**src/rtl/d0_fifo_reader.sv**
```systemverilog
// -----------------------------------------------------------------------------
// d0_fifo_reader
// Read-side controller for the D0 lane FIFO. Issues FIFO reads while there is
// room downstream, absorbs the FIFO's one-cycle registered read latency in a
// small skid buffer, and presents words to the next stage on valid/ready.
//
// Ports
//   clk             single clock, rising edge
//   reset_L         asynchronous active-low reset
//   init            0 = hold in INIT with everything cleared, 1 = run
//   fifo_empty      FIFO empty flag
//   fifo_error      FIFO error flag
//   fifo_data       FIFO read data, valid one cycle after fifo_rd_enable
//   fifo_rd_enable  FIFO read strobe (combinational)
//   ready_in        downstream accepts data_out this cycle
//   valid_out       data_out holds a valid word
//   data_out        head of the skid buffer, 0 when valid_out = 0
//   idle_out        ACTIVE with FIFO empty, skid empty and no read in flight
//   error_out       sticky error flag, set on entry to ERROR, cleared by init=0
//   word_count      words accepted downstream since INIT (wraps)
//   state_out       FSM state: RESET=00 INIT=01 ACTIVE=10 ERROR=11
//
// Handshake: a word transfers on every rising edge where valid_out and
// ready_in are both 1. While valid_out=1 and ready_in=0, valid_out and
// data_out hold their values; valid_out never drops without a transfer
// except on reset, init=0 or entry to ERROR.
// -----------------------------------------------------------------------------
module d0_fifo_reader #(
   parameter int DATA_WIDTH = 6,
   parameter int SKID_DEPTH = 2,
   parameter int CNT_WIDTH  = 8
) (
   input  logic                  clk,
   input  logic                  reset_L,
   input  logic                  init,
   input  logic                  fifo_empty,
   input  logic                  fifo_error,
   input  logic [DATA_WIDTH-1:0] fifo_data,
   output logic                  fifo_rd_enable,
   input  logic                  ready_in,
   output logic                  valid_out,
   output logic [DATA_WIDTH-1:0] data_out,
   output logic                  idle_out,
   output logic                  error_out,
   output logic [CNT_WIDTH-1:0]  word_count,
   output logic [1:0]            state_out
);

   localparam int PTR_W  = (SKID_DEPTH > 1) ? $clog2(SKID_DEPTH) : 1;
   localparam int SCNT_W = $clog2(SKID_DEPTH + 1);

   typedef enum logic [1:0] {
      ST_RESET  = 2'b00,
      ST_INIT   = 2'b01,
      ST_ACTIVE = 2'b10,
      ST_ERROR  = 2'b11
   } state_t;

   state_t                state, state_next;
   logic [DATA_WIDTH-1:0] skid_mem [SKID_DEPTH];
   logic [PTR_W-1:0]      head, tail;
   logic [SCNT_W-1:0]     skid_cnt;
   logic                  rd_pending;
   logic                  err_q;
   logic [CNT_WIDTH-1:0]  count;
   logic                  active, pop, capture, rd_en;
   logic [SCNT_W:0]       occupancy;

   function automatic logic [PTR_W-1:0] ptr_inc(input logic [PTR_W-1:0] p);
      return (p == PTR_W'(SKID_DEPTH - 1)) ? '0 : p + PTR_W'(1);
   endfunction

   // Next-state logic
   always_comb begin
      state_next = state;
      case (state)
         ST_RESET:  state_next = ST_INIT;
         ST_INIT:   if (init) state_next = ST_ACTIVE;
         ST_ACTIVE: begin
            if (!init)           state_next = ST_INIT;
            else if (fifo_error) state_next = ST_ERROR;
         end
         ST_ERROR:  if (!init) state_next = ST_INIT;
         default:   state_next = ST_INIT;
      endcase
   end

   // Datapath control
   always_comb begin
      active    = (state == ST_ACTIVE);
      valid_out = active && (skid_cnt != '0);
      pop       = valid_out && ready_in;
      // Entries committed after this edge: held words plus the read in flight,
      // minus the word leaving now. A new read is only issued if it has a slot.
      occupancy = {1'b0, skid_cnt} + (SCNT_W+1)'(rd_pending) - (SCNT_W+1)'(pop);
      rd_en     = active && !fifo_empty && !fifo_error &&
                  (occupancy < (SCNT_W+1)'(SKID_DEPTH));
      // A read landing as the block leaves ACTIVE is dropped.
      capture   = rd_pending && active && (state_next == ST_ACTIVE);
   end

   always_ff @(posedge clk or negedge reset_L) begin
      if (!reset_L) begin
         state      <= ST_RESET;
         head       <= '0;
         tail       <= '0;
         skid_cnt   <= '0;
         rd_pending <= 1'b0;
         err_q      <= 1'b0;
         count      <= '0;
      end else begin
         state <= state_next;
         if (!init) begin
            head       <= '0;
            tail       <= '0;
            skid_cnt   <= '0;
            rd_pending <= 1'b0;
            err_q      <= 1'b0;
            count      <= '0;
         end else begin
            rd_pending <= rd_en;
            if (capture) tail <= ptr_inc(tail);
            if (pop)     head <= ptr_inc(head);
            case ({capture, pop})
               2'b10:   skid_cnt <= skid_cnt + SCNT_W'(1);
               2'b01:   skid_cnt <= skid_cnt - SCNT_W'(1);
               default: skid_cnt <= skid_cnt;
            endcase
            if (pop) count <= count + CNT_WIDTH'(1);
            if (state_next == ST_ERROR) err_q <= 1'b1;
         end
      end
   end

   // Skid storage needs no reset: entries are only visible through skid_cnt.
   always_ff @(posedge clk) begin
      if (capture) skid_mem[tail] <= fifo_data;
   end

   assign fifo_rd_enable = rd_en;
   assign data_out       = valid_out ? skid_mem[head] : '0;
   assign idle_out       = active && fifo_empty && (skid_cnt == '0) && !rd_pending;
   assign error_out      = err_q;
   assign word_count     = count;
   assign state_out      = state;

endmodule

```
**config.mk**
```make
export PLATFORM = sky130hd
export DESIGN_NAME = d0_fifo_reader
export DESIGN_NICKNAME = d
export VERILOG_FILES = /design/src/rtl/d0_fifo_reader.sv
export SDC_FILE = /design/constraint.sdc
export NUM_CORES = 1
export LEC_CHECK = 0
export CAP_MARGIN = 15
export CORE_ASPECT_RATIO = 1.25
export CORE_MARGIN = 4
export CORE_UTILIZATION = 49
export CTS_CLUSTER_SIZE = 25
export DETAILED_ROUTE_END_ITERATION = 10
export GPL_ROUTABILITY_DRIVEN = 0
export PLACE_DENSITY = 0.79
export SLEW_MARGIN = 20
export SYNTH_ARGS = -nofsm -noshare
export SYNTH_HDL_FRONTEND = slang
export SYNTH_SLANG_ARGS = --single-unit
```
**constraint.sdc**
```tcl
create_clock -name clk -period 3.65 [get_ports clk]
set_input_delay 0.73 -clock clk [delete_from_list [all_inputs] [get_ports clk]]
set_output_delay 0.73 -clock clk [all_outputs]
set_load 0.01 [all_outputs]
```
Run 1, the clock network:
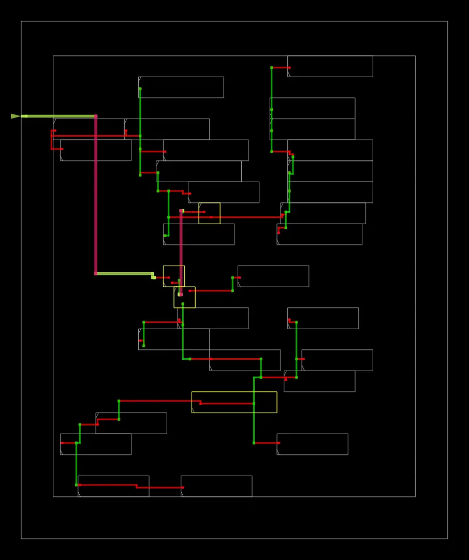
clk_lat worst skew: 0.32 ns
clock buf count: 3

Run 1, routed metal per tile:
Scale: 6 px per µm. 11 x 13 tiles, from black (low) to pale yellow (high), scaled to the fullest tile. Values are wire area over tile area, all layers added.
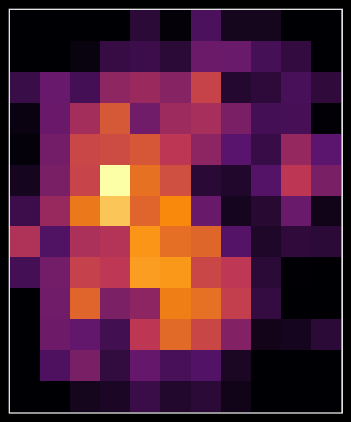
19% of the tiles are nearly empty. The emptiest ninth of the die: bottom right. 20% of the tiles are over half the peak. The densest ninth of the die: middle.

Run 1, register map, names as in the netlist:
Scale: 6 px per µm. Other sequential cells in the stronger grey, the rest of the logic in the fainter grey.
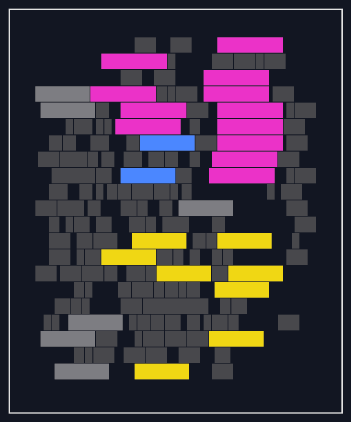
Key: word_count = yellow [sequential cells 8]; skid_mem = magenta [sequential cells 12]; skid_cnt = blue [sequential cells 2]

Run 1, drive-strength map:
Scale: 8 px per µm.
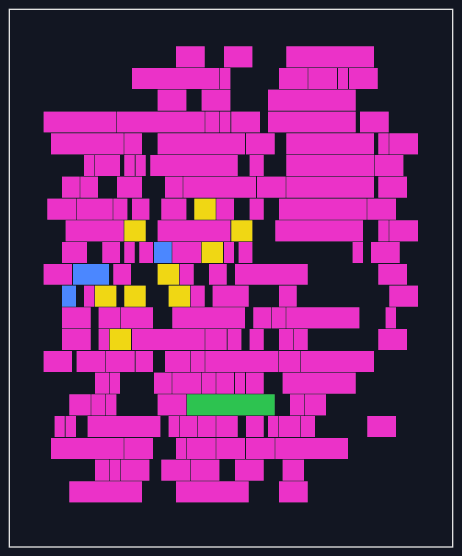
Key: _0 and _1 cells = magenta [cells 146]; _6 and larger = green [cells 1]; _3 and _4 cells = yellow [cells 9]; _2 cells = blue [cells 3]

## run 1: cells in the mapped netlist (2+ instances only)
master	count	area [µm²]
clkbuf_1	5	18.8
nor2_1	12	45.0
xnor2_1	2	17.5
o31ai_1	3	22.5
a21oi_1	10	50.1
nand4_1	3	18.8
mux2i_1	9	90.1
inv_1	5	18.8
ha_1	2	25.0
nor4_1	5	31.3
dfrtp_1	16	400
nand2b_1	6	37.5
o21ai_0	7	35.0
edfxtp_1	12	360
or4_1	3	22.5
nand2_1	6	22.5
or3_1	3	18.8
nand3_1	2	10.0
## run 1: placed cells by master (no fill, tap or decap), types with 4 or more instances in the layout
cell type,n
edfxtp_1,12
dfrtp_1,16
mux2i_1,9
inv_1,5
clkdlybuf4s50_1,30
nand2b_1,6
nor2_1,12
buf_4,6
a21oi_1,10
nor4_1,4
nand2_1,6
o21ai_0,7
## run 1: per-layer routing
layer	vias to the layer above	wire length [µm]	global-route usage (%)
met2	27	1540	29.1
met5	-	0	0
met1	526	1160	19.2
met3	7	102	2.52
li1	519	-	-
met4	0	39	4.56
## run 1: final timing paths
path / to / cells after the start
setup / recovery: fifo_rd_enable / 9
hold / removal: error_out / 2
setup reg to reg: rd_pending / 9
hold reg to reg: error_out / 2
max in group asynchronous: skid_cnt[1] / 1
min in group asynchronous: state_out[0] / 1
## run 1: logic make-up (layout without fill, tap and decap cells)
group | after synthesis | count (layout) | share of synthesized area, %
AOI/OAI and AO/OA | 21 | 21 | 8.24
and+or+nand+nor | 49 | 49 | 20.4
buffers and inverters | 12 | 46 | 3.85
adders and majority gates | 3 | 3 | 3.30
xor gates and xnor gates | 3 | 3 | 1.92
muxes | 9 | 9 | 6.59
DFF | 28 | 28 | 55.7
==> run_results.csv, run 1 <==
group,metric,value,unit
status,status,"finished clean",
drt,drt_drc_violations_left,0,
worst_setup_path,worst-setup-path-type,"input pin to primary output",
die,die_w,55.2,µm
worst_hold_path,min_from,"error_out",
worst_setup_path,worst_path_dominant_cell_family,"buffers and inverters",
worst_setup_path,crit_required,2.92,ns
clock_network,numCtsBuffers,3,
final_timing,final_slew_viol_count,0,
worst_setup_path,cp_cell_sequence,"clkdlybuf4s50_1 > nand3b_1 > nor2_1 > ha_1 > nand2b_1 > fa_1 > xor2_1 > nor4_2 > buf_2",
power_and_ir_drop,seq_power_share,58.2,%
finish,layoutNonFillerInstCount,193,
grt,antenna_found_initial,0,
finish,clkCellAreaFrac,2.95,%
finish,comb_cells,85,
synthesis,yosys.cell_types.count,32,
worst_setup_path,worst_setup_path_startpoint,"ready_in",
synthesis,syn_area,1370,µm²
finish,post_route_cells_drive_above_1_share,8.18,%
placed_design,placement.cell_area,1720,µm²
power_and_ir_drop,ir_worst_vdd,0.199,mV
clock_network,htreeDepth,1,
power_and_ir_drop,combinationalPowerShare,7.3,%
clock_network,clock_path_buffers,2,
clock_network,root_buffer,"clkbuf_4",
die,floorplan.die.height,67.0,µm
worst_hold_path,class_of_the_most_critical_hold_timing_path,"flip-flop to flip-flop",
drt,finalWirelength,2840,µm
final_timing,setup-tns-final,0,ns
placed_design,port_buffers,31,
die,rows,21,
Run 1, the metal 3 layer:
Scale: 8 px per µm.
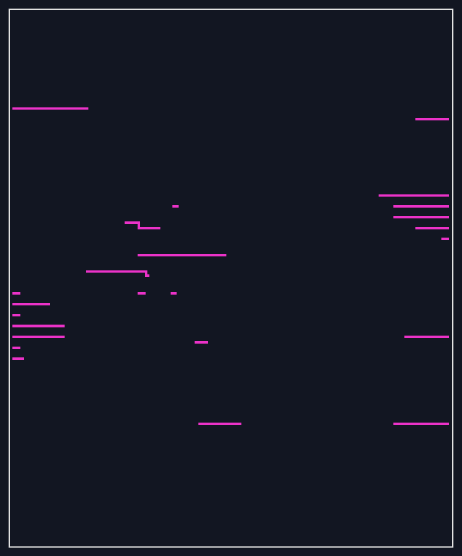

==> run 2, diff against run 1 <==
--- a/config.mk
+++ b/config.mk
@@ -13,6 +13,7 @@
 export DETAILED_ROUTE_END_ITERATION = 10
 export GPL_ROUTABILITY_DRIVEN = 0
 export PLACE_DENSITY = 0.79
+export SETUP_SLACK_MARGIN = 0.15
 export SLEW_MARGIN = 20
 export SYNTH_ARGS = -nofsm -noshare
 export SYNTH_HDL_FRONTEND = slang
Run 2, the metal 3 layer:
Scale: 8 px per µm.
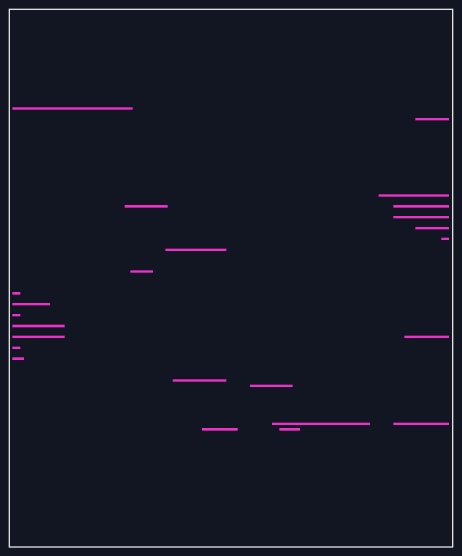
22 nets have wire on it. The wires run mostly horizontal.

Run 2, the clock network:
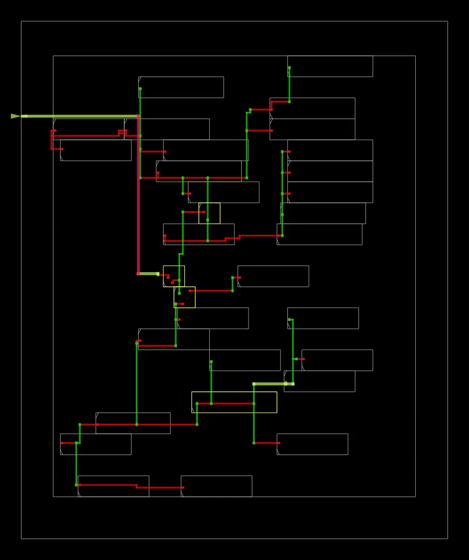
maximum clock skew at final layout: 0.00231 ns
clock network power: 0.200 mW

==> run 2 against run 1 <==
Setup slack improved by 0.20 ns. Critical path depth decreased by 1. Worst hold slack about the same. Clock-buffer cell count unchanged. Critical path type is now flip-flop to primary output. Critical endpoint unchanged. Clock power about the same. Combinational power increased by 3%. Non-clock buffer count increased by 4.
==> run_results.csv, run 2 <==
group,metric,value,unit
synthesis,synth.logic.top_family,"simple AND/OR/NAND/NOR gates",
die,die_w,55.2,µm
clock_network,root_buffer,"clkbuf_4",
grt,antenna_found_initial,0,
worst_hold_path,timing.hold.worst_path_depth,2,
status,status,"finished clean",
worst_setup_path,crit_required,2.92,ns
synthesis,top_area_share,29.3,%
placed_design,port_buffers,31,
synthesis,post_synth_and_or_nand_nor_area_fraction,20.4,%
synthesis,synth.area.top_cells,"dfrtp_1, edfxtp_1, mux2i_1",
synthesis,synthTopCellsByCount,"dfrtp_1, edfxtp_1, nor2_1",
synthesis,post_synth_ao_oa_area_fraction,8.24,%
die,floorplan.die.height,67.0,µm
synthesis,synth_top_cell_by_area,"dfrtp_1",
synthesis,synth.cellmix.adderShare,3.30,%
worst_hold_path,hold_end,"error_out",
synthesis,xor_area_share,1.92,%
synthesis,ys_sh_mux,6.59,%
worst_setup_path,reg2reg_depth,13,
finish,post_route_cells_drive_above_1_share,12.3,%
[run 2: cell count changes in the layout (fill, tap and decap cells not counted), sizes merged]
cell,change
buf,+4
clkdlybuf4s50,-1
dlymetal6s2s,+1
[run 2: area by class of cell]
cell class / count / share of cell area [%]
repair buffers: 41 / 20.9
well taps: 34 / 2.33
flip-flops and latches: 28 / 41.7
clock buffers: 3 / 1.23
inverters: 5 / 1.03
clock inverters: 1 / 1.64
multi-input cells: 85 / 31.1
[run 2: worst max-delay path by stage]
| stage | end | start | slack (ns) | cells after the start |
|---|---|---|---|---|
| floorplan | fifo_rd_enable | ready_in | 0.38 | 8 |
| global placement | fifo_rd_enable | ready_in | -0.26 | 9 |
| detailed placement | fifo_rd_enable | ready_in | -0.36 | 9 |
| CTS | fifo_rd_enable | ready_in | 0.16 | 9 |
| global route | fifo_rd_enable | state_out[1] | 0.16 | 8 |
| finish | fifo_rd_enable | skid_cnt[0] | 0.36 | 8 |
[run 2: through the flow]
stage / power (mW) / cells / cell area (µm²) / util [%]
finish: 0.579 / 197 / 1830 / 68.2
global route: 0.605 / 197 / 1830 / 68.2
CTS: 0.578 / 197 / 1820 / 68.1
detailed placement: 0.383 / 188 / 1720 / 64.3
global placement: 0.382 / 188 / 1720 / 64.3
floorplan: 0.356 / 125 / 1370 / -
[run 2: routing by layer]
metal / vias to the layer above / track usage (%) / share of wire [%]
met3: 2 / 2.52 / 4.1
met2: 31 / 30.9 / 55
li1: 529 / - / -
met5: - / 0 / 0
met4: 0 / 4.56 / 0.68
met1: 544 / 19.6 / 40
[run 2: kinds of logic after synthesis]
kind of cell / after synthesis
AOI/OAI and AO/OA: 21
adders and majority gates: 3
and+or+nand+nor: 49
buffers and inverters: 12
muxes: 9
DFF: 28
xor gates and xnor gates: 3
Run 2, register map, names as in the netlist:
Scale: 6 px per µm. Other sequential cells in the stronger grey, the rest of the logic in the fainter grey.
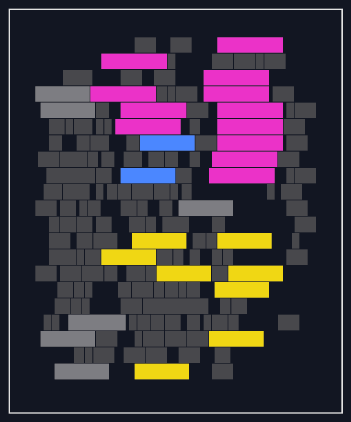

==> run 3, diff against run 2 <==
--- a/config.mk
+++ b/config.mk
@@ -8,11 +8,11 @@
 export CAP_MARGIN = 15
 export CORE_ASPECT_RATIO = 1.25
 export CORE_MARGIN = 4
-export CORE_UTILIZATION = 49
+export CORE_UTILIZATION = 40
 export CTS_CLUSTER_SIZE = 25
 export DETAILED_ROUTE_END_ITERATION = 10
 export GPL_ROUTABILITY_DRIVEN = 0
-export PLACE_DENSITY = 0.79
+export PLACE_DENSITY = 0.66
 export SETUP_SLACK_MARGIN = 0.15
 export SLEW_MARGIN = 20
 export SYNTH_ARGS = -nofsm -noshare
==> constraint.sdc (replaced) <==
create_clock -name clk -period 3.65 [get_ports clk]
set_input_delay 0.73 -clock clk [delete_from_list [all_inputs] [get_ports clk]]
set_output_delay 0.73 -clock clk [all_outputs]
set_load 0.005 [all_outputs]
Run 3, register map, names as in the netlist:
Scale: 4 px per µm. Other sequential cells in the stronger grey, the rest of the logic in the fainter grey.
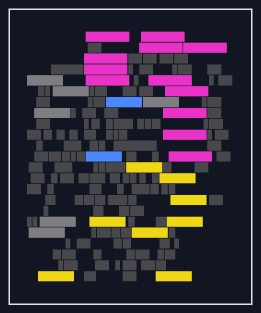
Key: word_count = yellow [sequential cells 8]; skid_mem = magenta [sequential cells 12]; skid_cnt = blue [sequential cells 2]
Another 6 sequential cells are not coloured.
fraction of area in registers: 42.3%
Seq group: 0.335 mW

Run 3, routed metal per tile:
Scale: 4 px per µm. 12 x 15 tiles, from black (low) to pale yellow (high), scaled to the fullest tile. Values are wire area over tile area, all layers added.
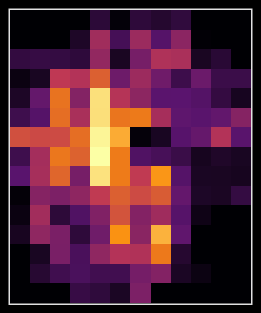
The mean over all tiles is 0.11. The emptiest ninth of the die: bottom right. 21% of the tiles are nearly empty. The densest ninth of the die: middle.
global router's overall resource usage: 15.1%
routed length per placed instance: 15.6 µm
vias after detailed routing: 1068
Final Routed Wirelength: 3050 µm

==> run 3 against run 2 <==
Sequential power is essentially flat. Setup slack better by 0.013 ns. Synthesized cell count unchanged. Power is 6.5% higher. Sequential share of layout area grew 0.57 points. Utilization shrank 13 points. Cell area down 1.5%. Clock power increased by about 20%. Sequential cell count unchanged. Register-to-register slack gained 0.50 ns. Largest cell class unchanged. Largest power group unchanged.
==> run_results.csv, run 3 <==
group,metric,value,unit
status,status,"finished clean",
worst_hold_path,timing.hold.worst_path_depth,2,
synthesis,yosysMostFrequentCell,"dfrtp_1",
clock_network,post_cts_resize_count,7,
worst_setup_path,reg2reg_depth,8,
grt,antenna_found_initial,0,
final_timing,final_slew_viol_count,0,
synthesis,synth_top_cell_by_area,"dfrtp_1",
worst_setup_path,cp_cell_sequence,"dlygate4sd2_1 > nand3b_1 > nor2_1 > ha_1 > nand2b_1 > fa_2 > nand2b_1 > nor4_2 > buf_2",
clock_network,clock_path_buffers,2,
worst_setup_path,r2r_end,"rd_pending",
power_and_ir_drop,leakagePower,0.683,nW
die,rows,23,
finish,layout_top_cell,"clkdlybuf4s50_1",
synthesis,top_area_share,29.3,%
worst_setup_path,worst_path_dominant_cell_family,"adder cells",
clock_network,htreeDepth,1,
drt,drt_drc_violations_left,0,
finish,final_util,55.4,%
finish,combGateArea,562,µm²
final_timing,setup-tns-final,0,ns
synthesis,yosys.cell_types.count,32,
clock_network,numCtsBuffers,3,
placed_design,port_buffers,31,
finish,post_route_cells_drive_above_1_share,8.23,%
worst_setup_path,worst_setup_path_end_kind,"primary output",
worst_hold_path,class_of_the_most_critical_hold_timing_path,"flip-flop to flip-flop",
worst_setup_path,crit_required,2.92,ns
clock_network,tritoncts,"yes",
die,fp.coreArea,3250,µm²
synthesis,synthTopCellsByCount,"dfrtp_1, edfxtp_1, nor2_1",
worst_setup_path,path_max_fanout,2,
worst_setup_path,worst-setup-path-type,"input pin to primary output",
worst_hold_path,min_from,"error_out",
final_timing,fin_skew,0.00311,ns
final_timing,worst_rel_slew_slack,48.3,%
die,floorplan.die.height,73.3,µm
clock_network,insertion_delay,0.27,ns
die,die_w,60.3,µm
power_and_ir_drop,ir_worst_vdd,0.184,mV
finish,lay_top_cells,"clkdlybuf4s50_1, dfrtp_1, nor2_1, edfxtp_1, a21oi_1",
synthesis,syn_area,1370,µm²
clock_network,root_buffer,"clkbuf_8",
-- run 3: layout make-up --
type	count	share of cell area [%]
clock buffer	3	2.29
multi-input combinational	85	31.2
clock inverter	1	1.67
tap	37	2.57
timing repair buffer	36	19.0
sequential	28	42.3
inverter	5	1.04
-- run 3: how the worst max path moves through the flow --
stage / from / end / slack, ns / depth (start not counted)
floorplan: ready_in / fifo_rd_enable / 0.52 / 8
global placement: ready_in / fifo_rd_enable / -0.30 / 9
detailed placement: ready_in / fifo_rd_enable / -0.32 / 9
CTS: ready_in / fifo_rd_enable / 0.40 / 9
global route: ready_in / fifo_rd_enable / 0.17 / 9
finish: ready_in / fifo_rd_enable / 0.37 / 9
-- run 3: through the flow --
stage	setup slack [ns]	hold WS, ns	std cells	instance area, µm²	power (mW)
global route	0.168	0.570	195	1800	0.641
finish	0.370	0.527	195	1800	0.616
CTS	0.399	0.526	195	1800	0.621
floorplan	0.519	0.434	125	1370	0.355
global placement	-0.296	0.507	191	1730	0.382
detailed placement	-0.316	0.508	191	1730	0.383
-- run 3: logic make-up after synthesis --
group | count (synthesis) | share of synthesized area (%)
simple gates | 49 | 20.4
buf+inv | 12 | 3.85
xor+xnor | 3 | 1.92
mux | 9 | 6.59
flops | 28 | 55.7
compound gates | 21 | 8.24
fa+ha+maj | 3 | 3.30
-- run 3: routing by layer --
metal / part of all wire (%) / track usage [%] / vias up
met5: 0 / 0 / -
met4: 0.79 / 5.67 / 0
met1: 44 / 19.3 / 529
met3: 3.6 / 2.64 / 2
li1: - / - / 516
met2: 52 / 25.2 / 21
-- run 3: power breakdown --
group          switching, mW  internal, mW  leakage [nW]
registers            0.00416         0.331         0.324
clock network         0.0939         0.147        0.0357
logic                 0.0188        0.0216         0.323
total                  0.117         0.500         0.683
Power and IR drop assume default switching activity.
